`config.mk`:
```
export PLATFORM = sky130hd
export DESIGN_NAME = note_highway_flat
export DESIGN_NICKNAME = d
export VERILOG_FILES = /design/src/rtl/note_highway_if.sv /design/src/rtl/note_highway.sv /design/src/flat_wrapper.sv
export SDC_FILE = /design/constraint.sdc
export NUM_CORES = 1
export LEC_CHECK = 0
export CAP_MARGIN = 10
export CORE_ASPECT_RATIO = 1.75
export CORE_MARGIN = 8
export CORE_UTILIZATION = 40
export DETAILED_ROUTE_END_ITERATION = 7
export HOLD_SLACK_MARGIN = 0.02
export MAX_ROUTING_LAYER = met4
export PLACE_DENSITY = 0.68
export SLEW_MARGIN = 20
export SYNTH_ARGS = -nofsm -noshare
export SYNTH_HDL_FRONTEND = slang
export SYNTH_SLANG_ARGS = --single-unit
```
`constraint.sdc`:
```
create_clock -name clk -period 7.5 [get_ports clk]
set_input_delay 0.75 -clock clk [delete_from_list [all_inputs] [get_ports clk]]
set_output_delay 0.75 -clock clk [all_outputs]
set_load 0.02 [all_outputs]
```
`src/rtl/note_highway_if.sv`:
```
// Bus bundle for the note highway: player/RNG inputs and display/score outputs.
interface note_highway_if #(
  parameter int ROWS = 16
) ();
  logic                enable;
  logic [3:0]          rnd;
  logic [3:0]          keys;
  logic [4*ROWS-1:0]   lanes;
  logic                step;
  logic                hit;
  logic                miss;
  logic [15:0]         score;
  logic [7:0]          streak;
  logic [3:0]          misses;
  logic                game_over;

  // Game controller / stimulus side.
  modport master (
    output enable, rnd, keys,
    input  lanes, step, hit, miss, score, streak, misses, game_over
  );

  // Highway engine side.
  modport slave (
    input  enable, rnd, keys,
    output lanes, step, hit, miss, score, streak, misses, game_over
  );
endinterface

```
`src/rtl/note_highway.sv`:
```
// Falling-note highway: spawns notes from random nibbles, shifts them down
// every STEP_CYCLES clocks, and judges key presses against the bottom row.
module note_highway #(
  parameter int ROWS        = 16,
  parameter int STEP_CYCLES = 12_500_000,
  parameter int MAX_MISS    = 8
) (
  input logic          clk,
  input logic          rst,
  note_highway_if.slave bus
);
  localparam int TW = (STEP_CYCLES > 2) ? $clog2(STEP_CYCLES) : 1;
  localparam logic [TW-1:0] LAST = TW'(STEP_CYCLES - 1);
  localparam logic [3:0]    MISS_MAX = 4'(MAX_MISS);

  logic [4*ROWS-1:0] lanes_q, lanes_d, lanes_shift, hit_mask;
  logic [TW-1:0]     timer_q, timer_d;
  logic [3:0]        hist_q, hist_d;
  logic [15:0]       score_q, score_d;
  logic [7:0]        streak_q, streak_d;
  logic [3:0]        misses_q, misses_d;
  logic              go_q, go_d, hit_q, hit_d, miss_q, miss_d;

  logic       active, step_w, row0_empty;
  logic [3:0] bottom, row0, press, hits, wrong, drops;
  logic [2:0] n_hit;
  logic [3:0] n_miss;
  logic [16:0] score_sum;
  logic [8:0]  streak_sum;
  logic [4:0]  miss_sum;

  function automatic logic [2:0] pop4(input logic [3:0] v);
    return {2'b00, v[0]} + {2'b00, v[1]} + {2'b00, v[2]} + {2'b00, v[3]};
  endfunction

  assign active     = bus.enable && !go_q;
  assign step_w     = active && (timer_q == LAST);
  assign row0_empty = (row0 == 4'b0000);

  // Per-lane views of the highway, the shifted image and the hit-clear mask.
  // A new note may only enter row 0 when row 0 is empty, keeping a gap row.
  for (genvar gi = 0; gi < 4; gi++) begin : g_lane
    assign bottom[gi] = lanes_q[gi*ROWS + ROWS - 1];
    assign row0[gi]   = lanes_q[gi*ROWS];
    assign lanes_shift[gi*ROWS] = row0_empty ? bus.rnd[gi] : 1'b0;
    assign hit_mask[gi*ROWS + ROWS - 1] = hits[gi];
    for (genvar gr = 1; gr < ROWS; gr++) begin : g_row
      assign lanes_shift[gi*ROWS + gr] = lanes_q[gi*ROWS + gr - 1];
      if (gr < ROWS - 1) begin : g_nomask
        assign hit_mask[gi*ROWS + gr] = 1'b0;
      end
    end
    if (ROWS > 1) begin : g_top_nomask
      assign hit_mask[gi*ROWS] = 1'b0;
    end
  end

  // Judge presses against the pre-shift bottom row; hit notes never count as drops.
  assign press  = active ? (bus.keys & ~hist_q) : 4'b0000;
  assign hits   = press & bottom;
  assign wrong  = press & ~bottom;
  assign drops  = step_w ? (bottom & ~hits) : 4'b0000;
  assign n_hit  = pop4(hits);
  assign n_miss = {1'b0, pop4(wrong)} + {1'b0, pop4(drops)};
  assign score_sum  = {1'b0, score_q} + {14'd0, n_hit};
  assign streak_sum = {1'b0, streak_q} + {6'd0, n_hit};
  assign miss_sum   = {1'b0, misses_q} + {1'b0, n_miss};

  // Next-state: everything holds and pulses drop when the game is inactive.
  always_comb begin
    lanes_d  = lanes_q;
    timer_d  = timer_q;
    hist_d   = hist_q;
    score_d  = score_q;
    streak_d = streak_q;
    misses_d = misses_q;
    go_d     = go_q;
    hit_d    = 1'b0;
    miss_d   = 1'b0;
    if (active) begin
      hist_d  = bus.keys;
      timer_d = step_w ? '0 : timer_q + 1'b1;
      lanes_d = step_w ? lanes_shift : (lanes_q & ~hit_mask);
      score_d = score_sum[16] ? 16'hFFFF : score_sum[15:0];
      if (n_miss != 4'd0) streak_d = 8'd0;
      else                streak_d = streak_sum[8] ? 8'hFF : streak_sum[7:0];
      misses_d = (miss_sum >= {1'b0, MISS_MAX}) ? MISS_MAX : miss_sum[3:0];
      go_d     = go_q || (misses_d == MISS_MAX);
      hit_d    = (n_hit != 3'd0);
      miss_d   = (n_miss != 4'd0);
    end
  end

  // State registers; key history starts all-ones so held keys are not presses.
  always_ff @(posedge clk or negedge rst) begin
    if (!rst) begin
      lanes_q  <= '0;
      timer_q  <= '0;
      hist_q   <= 4'b1111;
      score_q  <= '0;
      streak_q <= '0;
      misses_q <= '0;
      go_q     <= 1'b0;
      hit_q    <= 1'b0;
      miss_q   <= 1'b0;
    end else begin
      lanes_q  <= lanes_d;
      timer_q  <= timer_d;
      hist_q   <= hist_d;
      score_q  <= score_d;
      streak_q <= streak_d;
      misses_q <= misses_d;
      go_q     <= go_d;
      hit_q    <= hit_d;
      miss_q   <= miss_d;
    end
  end

  assign bus.lanes     = lanes_q;
  assign bus.step      = step_w;
  assign bus.hit       = hit_q;
  assign bus.miss      = miss_q;
  assign bus.score     = score_q;
  assign bus.streak    = streak_q;
  assign bus.misses    = misses_q;
  assign bus.game_over = go_q;
endmodule

```
`src/flat_wrapper.sv`:
```
// flat-port wrapper written by rule: the top's interface ports become plain ports
module note_highway_flat 
#(
  parameter int ROWS        = 16,
  parameter int STEP_CYCLES = 12_500_000,
  parameter int MAX_MISS    = 8
)
  (clk, rst, bus_enable, bus_rnd, bus_keys, bus_lanes, bus_step, bus_hit, bus_miss, bus_score, bus_streak, bus_misses, bus_game_over);
  note_highway_if #(.ROWS(ROWS)) bus_i ();
  input logic clk;
  input logic rst;
  input wire logic [$bits(bus_i.enable)-1:0] bus_enable;
  input wire logic [$bits(bus_i.rnd)-1:0] bus_rnd;
  input wire logic [$bits(bus_i.keys)-1:0] bus_keys;
  output wire logic [$bits(bus_i.lanes)-1:0] bus_lanes;
  output wire logic [$bits(bus_i.step)-1:0] bus_step;
  output wire logic [$bits(bus_i.hit)-1:0] bus_hit;
  output wire logic [$bits(bus_i.miss)-1:0] bus_miss;
  output wire logic [$bits(bus_i.score)-1:0] bus_score;
  output wire logic [$bits(bus_i.streak)-1:0] bus_streak;
  output wire logic [$bits(bus_i.misses)-1:0] bus_misses;
  output wire logic [$bits(bus_i.game_over)-1:0] bus_game_over;
  assign bus_i.enable = bus_enable;
  assign bus_i.rnd = bus_rnd;
  assign bus_i.keys = bus_keys;
  assign bus_lanes = bus_i.lanes;
  assign bus_step = bus_i.step;
  assign bus_hit = bus_i.hit;
  assign bus_miss = bus_i.miss;
  assign bus_score = bus_i.score;
  assign bus_streak = bus_i.streak;
  assign bus_misses = bus_i.misses;
  assign bus_game_over = bus_i.game_over;
  note_highway #(.ROWS(ROWS), .STEP_CYCLES(STEP_CYCLES), .MAX_MISS(MAX_MISS)) u_core (.clk(clk), .rst(rst), .bus(bus_i));
endmodule
```
==> results.txt <==
Flow results.

- For the worst reg-to-reg path, the endpoint reported by OpenROAD is u_core.bus.game_over.
- The clock power share is 0.458.
- The worst hold-check path type is input pin to asynchronous set/reset pin.
- At the worst endpoint, the required time is 7.79 ns.
- The highest metal layer with signal wires is met4.
- The number of gates resized after CTS is 0.
- The number of sinks driven by the clock tree is 123.
- TritonRoute reported its final design rule violation total as 0.
- The shortest clock period the worst path allows after layout is 5.48 ns.
- On the final layout, the worst hold slack is 0.360 ns.
- The flow ran to the end, and the final reports show no timing, DRC or antenna violations.
- Yosys reports a chip area of 5930 sq um.
- The signal on the critical path passes through clkdlybuf4s50_1 > nor2b_2 > buf_4 > nand3_1 > nor3_2 > and3_1 > ha_1 > inv_1 > fa_1 > inv_1 > ha_1 > fa_1 > xnor2_1 > inv_1 > ha_1 > a32o_1 > o21ai_0 > a21oi_1 > or2_2.
- STA classifies the critical path startpoint as an input pin.
- Per the post-CTS timing run, clock transition at the registers of the reported paths is 0.06 ns.
- Counting along the longest clock path gives a buffer depth of 2.
- In the final design database the tool counted 783 nets.
- The cell total in the yosys stat output is 638.
- The width of the die is 108 um.
- In this run the maximum-capacitance check reported violations numbering 0.
- The worst-path cell with the longest stage delay is sky130_fd_sc_hd__nor3_2.
- The dominant kind of combinational cell is simple AND/OR/NAND/NOR gates.
layout make-up:
class,count,area [sq um],area share
Tap cell,183,229,0.0298
Clock inverter,14,163,0.0211
Inverter,15,56.3,0.00732
Timing Repair Buffer,110,1090,0.141
Sequential cell,123,3080,0.401
Clock buffer,17,425,0.0553
Multi-Input combinational cell,477,2650,0.344
worst max path at each step:
| stage | startpoint | endpoint | slack, ns |
|---|---|---|---|
| global placement | bus_enable | u_core.bus.game_over | 1.95 |
| global route | bus_enable | u_core.bus.game_over | 1.72 |
| detailed placement | bus_enable | u_core.bus.game_over | 1.66 |
| CTS | bus_enable | u_core.bus.game_over | 2.07 |
| floorplan | bus_enable | u_core.bus.game_over | 2.75 |
| finish | bus_enable | u_core.bus.game_over | 2.02 |
Yosys cell counts (6+ instances only):
| master | n |
|---|---|
| sky130_fd_sc_hd__dfrtp_1 | 119 |
| sky130_fd_sc_hd__buf_6 | 7 |
| sky130_fd_sc_hd__nand4_1 | 9 |
| sky130_fd_sc_hd__fa_1 | 7 |
| sky130_fd_sc_hd__a21o_1 | 6 |
| sky130_fd_sc_hd__buf_2 | 7 |
| sky130_fd_sc_hd__nor3_1 | 6 |
| sky130_fd_sc_hd__nor2_1 | 39 |
| sky130_fd_sc_hd__xor2_1 | 14 |
| sky130_fd_sc_hd__inv_1 | 15 |
| sky130_fd_sc_hd__clkbuf_1 | 8 |
| sky130_fd_sc_hd__nand2_1 | 234 |
| sky130_fd_sc_hd__a21oi_1 | 13 |
| sky130_fd_sc_hd__and3_1 | 12 |
| sky130_fd_sc_hd__ha_1 | 21 |
| sky130_fd_sc_hd__o21ai_0 | 20 |
| sky130_fd_sc_hd__nand3_1 | 27 |
| sky130_fd_sc_hd__xnor2_1 | 16 |
cell families after synthesis:
family | after synthesis
and+or+nand+nor | 359
DFF | 123
AOI/OAI and AO/OA | 56
buffers and inverters | 38
xor gates and xnor gates | 30
adders and majority gates | 28
muxes | 4
flip-flops by register name, summed over array words and instances (netlist names):
name                  cells
u_core.bus.miss           1
u_core.bus.game_over      1
u_core.bus.score         16
u_core.bus.misses         4
u_core.hist_q             4
u_core.timer_q           24
u_core.bus.hit            1
u_core.bus.lanes         64
u_core.bus.streak         8
worst register-to-register path: stages, from the launching register on:
cell	delay, ns
sky130_fd_sc_hd__dfrtp_1	0.49
sky130_fd_sc_hd__nor2b_2	0.15
sky130_fd_sc_hd__buf_4	0.27
sky130_fd_sc_hd__nand3_1	0.28
sky130_fd_sc_hd__nor3_2	0.57
sky130_fd_sc_hd__and3_1	0.27
sky130_fd_sc_hd__ha_1	0.14
sky130_fd_sc_hd__inv_1	0.06
sky130_fd_sc_hd__fa_1	0.50
sky130_fd_sc_hd__inv_1	0.05
sky130_fd_sc_hd__ha_1	0.22
sky130_fd_sc_hd__fa_1	0.40
sky130_fd_sc_hd__xnor2_1	0.28
sky130_fd_sc_hd__inv_1	0.13
sky130_fd_sc_hd__ha_1	0.32
sky130_fd_sc_hd__a32o_1	0.28
sky130_fd_sc_hd__o21ai_0	0.16
sky130_fd_sc_hd__a21oi_1	0.15
sky130_fd_sc_hd__or2_2	0.30
### Routing congestion

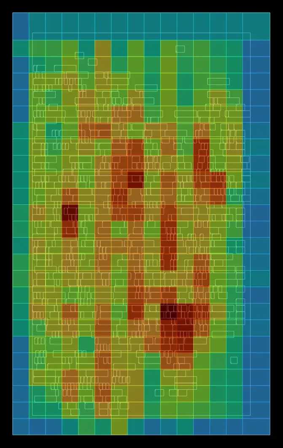
met1 global-route usage: 0.187
wire length per cell after detailed routing: 15.8 um
total track usage: 0.167

### Sequential cells colored by netlist name

The bar under the picture is 20 um long.
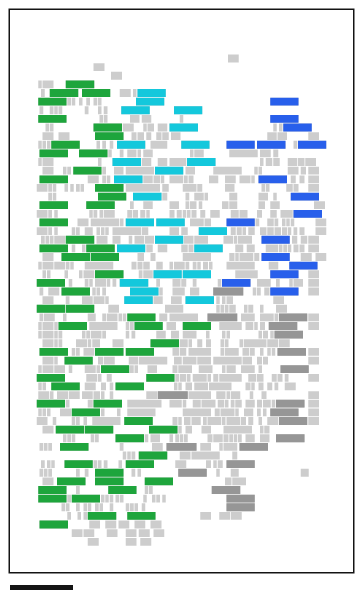
Key: green = u_core.bus.lanes [flops 64]; cyan = u_core.timer_q [flops 24]; blue = u_core.bus.score [flops 16]
Another 19 sequential cells are not colored.

### Metal layers overlaid

The bar under the picture is 20 um long.
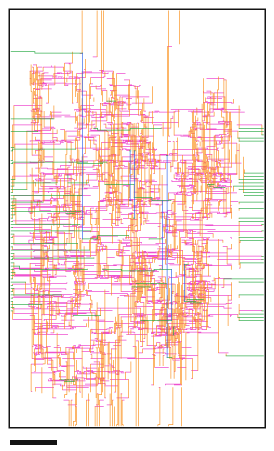
Key: magenta = met1 [wire length 6040 um]; blue = met4 [wire length 281 um]; orange = met2 [wire length 7470 um]; green = met3 [wire length 1000 um]

### Signal metal coverage by tile

The bar under the picture is 20 um long. 22 x 35 tiles, from dark blue (low) to red (high), scaled to the fullest tile. Values are wire area over tile area, all layers added.
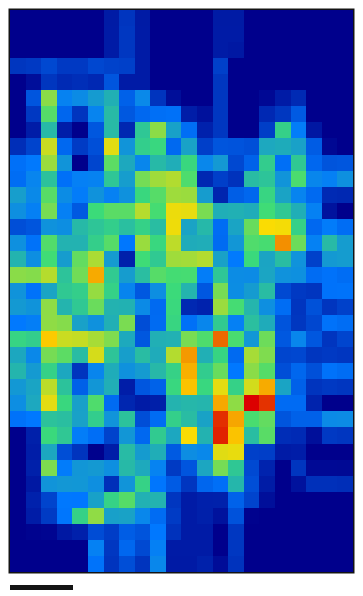
The mean over all tiles is 0.12. The fullest tile reaches 0.50. 22% of the tiles are nearly empty. The emptiest ninth of the die: north-east. 14% of the tiles are over half the peak.

No activity file was given, so power comes from the tool's default toggle rates.
